==> config.mk <==
export PLATFORM = sky130hd
export DESIGN_NAME = shift_reg_ctrl_flat
export DESIGN_NICKNAME = d
export VERILOG_FILES = /design/src/rtl/shift_reg_pkg.sv /design/src/rtl/shift_reg_ctrl_if.sv /design/src/rtl/piso_shift_reg.sv /design/src/rtl/shift_reg_ctrl.sv /design/src/flat_wrapper.sv
export SDC_FILE = /design/constraint.sdc
export NUM_CORES = 1
export LEC_CHECK = 0
export ABC_AREA = 0
export CORE_UTILIZATION = 50
export DETAILED_ROUTE_END_ITERATION = 10
export PLACE_DENSITY = 0.88
export REMOVE_ABC_BUFFERS = 1
export SETUP_SLACK_MARGIN = 0.02
export SLEW_MARGIN = 20
export SYNTH_ARGS = -nofsm -noshare
export SYNTH_HDL_FRONTEND = slang
export SYNTH_SLANG_ARGS = --single-unit
==> constraint.sdc <==
create_clock -name clk -period 1.6 [get_ports clk]
set_clock_uncertainty 0.2 [all_clocks]
set_input_delay 0.32 -clock clk [delete_from_list [all_inputs] [get_ports clk]]
set_output_delay 0.32 -clock clk [all_outputs]
set_load 0.005 [all_outputs]
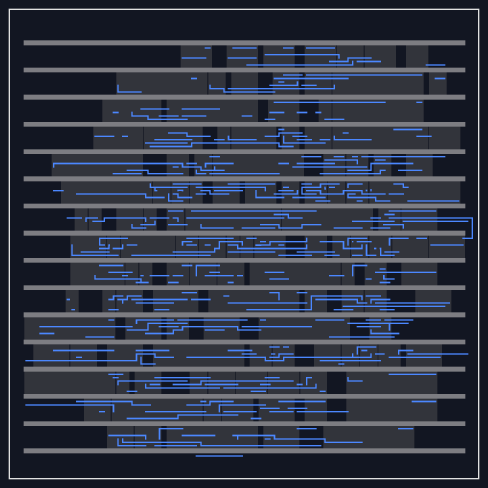
**Above:** signal wires on met1.
(10 px per um) Supply wires on this layer in grey. Cells faint in the background.
nets with wire on the layer: 129
main direction: horizontal
longest straight run: 12.9 um
final WL: 2520 um
met1 Track Usage GR: 0.291
routed via count: 911

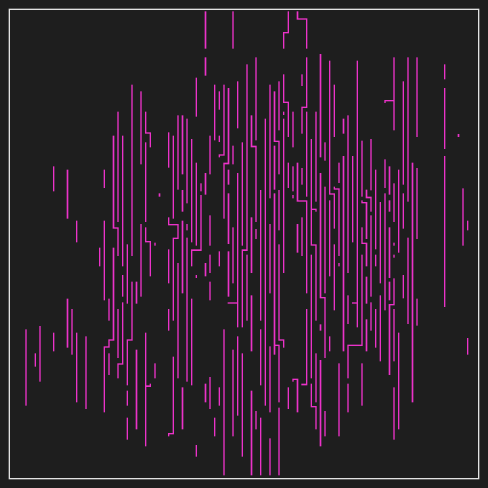
**Above:** met2 routing.
(10 px per um)
main direction: vertical
share of all routed wire: 52%
longest straight run: 28.6 um
GRT met2 Usage: 0.400

==> results.txt <==
fresh numbers from the pnr run: Power Density=1570 nW/um^2, layout clock buffer count=3, Seq/total area=0.394, # IOs=19, Gate power share=0.441, # DRC=0, CP Class=flop to flop, internal power=1290 uW, Seq share, synth=0.524, DP Wirelength=1430 um, FF-to-FF setup slack=60 ps, Tool Warnings=26, buffer and inverter count on the worst path=0, slowest cell on the critical path=dfrtp_1, number of setup violations in the final report=0, Latency at later pin=300 ps, Layout area overhead=33.4%, f_max=0.647 GHz, FF/Latch Area=528 um^2, post-layout minimum cycle time=1540 ps, vias in the first global route=830, H-Tree Depth=1, crit start category=flop, hold_buf cts=0, clk sinks=21, Largest delay share family, worst path=adder cells, CP cell instances=ha_1, ha_4, o21ai_4, nand2_1, mux2i_1, GRT Total Usage=0.236, synth unique cells=31, n_taps=25, worst ir drop on vdd=0.000740 V, Worst Setup End Kind=flop, Diodes inserted=0, CP Max Fanout=5, dominant kind of cell by area=sequential cells, total congestion overflow=0, die area=2190 um^2, gate count after technology mapping=96, Core Util at FP=0.557, yosys stat area=1000 um^2, Layout Nets=142, vertical die size=46.8 um, setup tns final=0 ps, Pwr Total=2100 uW, initial antenna violation count=0, ys cells=96, Max-cap violations=0, Leakage Power=0.000623 uW, final hold violation count=0, CTS root buf=clkbuf_4, DRT Pass-1 Iters=4, Layout clock area frac=0.0206, worst r2r path cells=5, Routed Antenna Nets=0, Clk pwr share=0.120, initial DRC count=43, max FFs per register=8, most frequent logic cell in the layout=dfrtp_1, CTS tree=built, outcome=finished, final reports clean, Post-Synthesis Cell Area=1000 um^2, global-route wire length before repair=3570 um, Hold WS=139 ps, Slew HR=0.767, yosys warns=0, Worst Path Arrival=1570 ps, Buffers excl. clock=29, Comb gate area=480 um^2, Syn Area/Cell=10.5 um^2, Max Slew Vio Count=0, WP depth=5, worst slew pin tran=349 ps, worst-case clock buffer depth=2, flip-flops=21, switching share of power=0.388, largest net degree at the start of global routing=22, Non-Clock Buffer Area Fraction=0.186
==> synth_stat cells (all sizes together) <==
cell type  number  area, um^2
nand2b          2        15.0
o2bb2ai         2        17.5
inv             6        22.5
o21ai           7        38.8
mux2i           3        30.0
o21a            1        7.51
a21o            2        15.0
nand4           1        6.26
nand3b          1        7.51
a31oi           2        12.5
nand3           1        5.00
nor3b           1        7.51
ha              4        50.1
buf             3        20.0
a22o            1        8.76
o21bai          1        7.51
nor2b           2        12.5
nor2            5        18.8
or3             1        6.26
and2            5        31.3
o22ai          10        62.6
a21oi           8        40.0
nor4b           1        15.0
nor3            1        5.00
nand2           4        15.0
dfrtp          21         526
==> stage by stage <==
stage                      util  cells  area [um^2]
after floorplan               -     93          983
after global placement    0.680    140         1220
final                     0.743    151         1340
after detailed placement  0.680    140         1220
after global routing      0.743    151         1340
after CTS                 0.711    148         1280
==> metal layers <==
metal  share of wire  track usage  up-vias
met4           0.026        0.120        0
met5               0            0        -
met3           0.054       0.0385       12
met1            0.39        0.291      449
li1                -            -      408
met2            0.52        0.400       42
==> repair_timing <==
action	CTS	global route
cloned	0	0
pin swaps	0	2
buffers inserted	4	3
endpoints found under the setup margin	11	13
gates resized	11	10
==> tightest hold or removal path, stage by stage <==
cell and delay, ps:
clkdlybuf4s50_1 400, inv_1 50, buf_4 260
==> logic make-up after synthesis <==
group	synth area share
flip-flops	0.524
AND/OR/NAND/NOR	0.145
adder cells (fa/ha/maj)	0.0499
multiplexers	0.0299
AND-OR/OR-AND	0.209
buffers and inverters	0.0424
==> power by group through the flow <==
stage | clock network, uW | registers [uW] | logic [uW]
final | 252 | 921 | 926
after global routing | 280 | 943 | 1030
after CTS | 257 | 888 | 870
after detailed placement | 0 | 909 | 836
after global placement | 0 | 903 | 809
after floorplan | 0 | 877 | 498
Power is estimated from default activity; no workload was simulated.
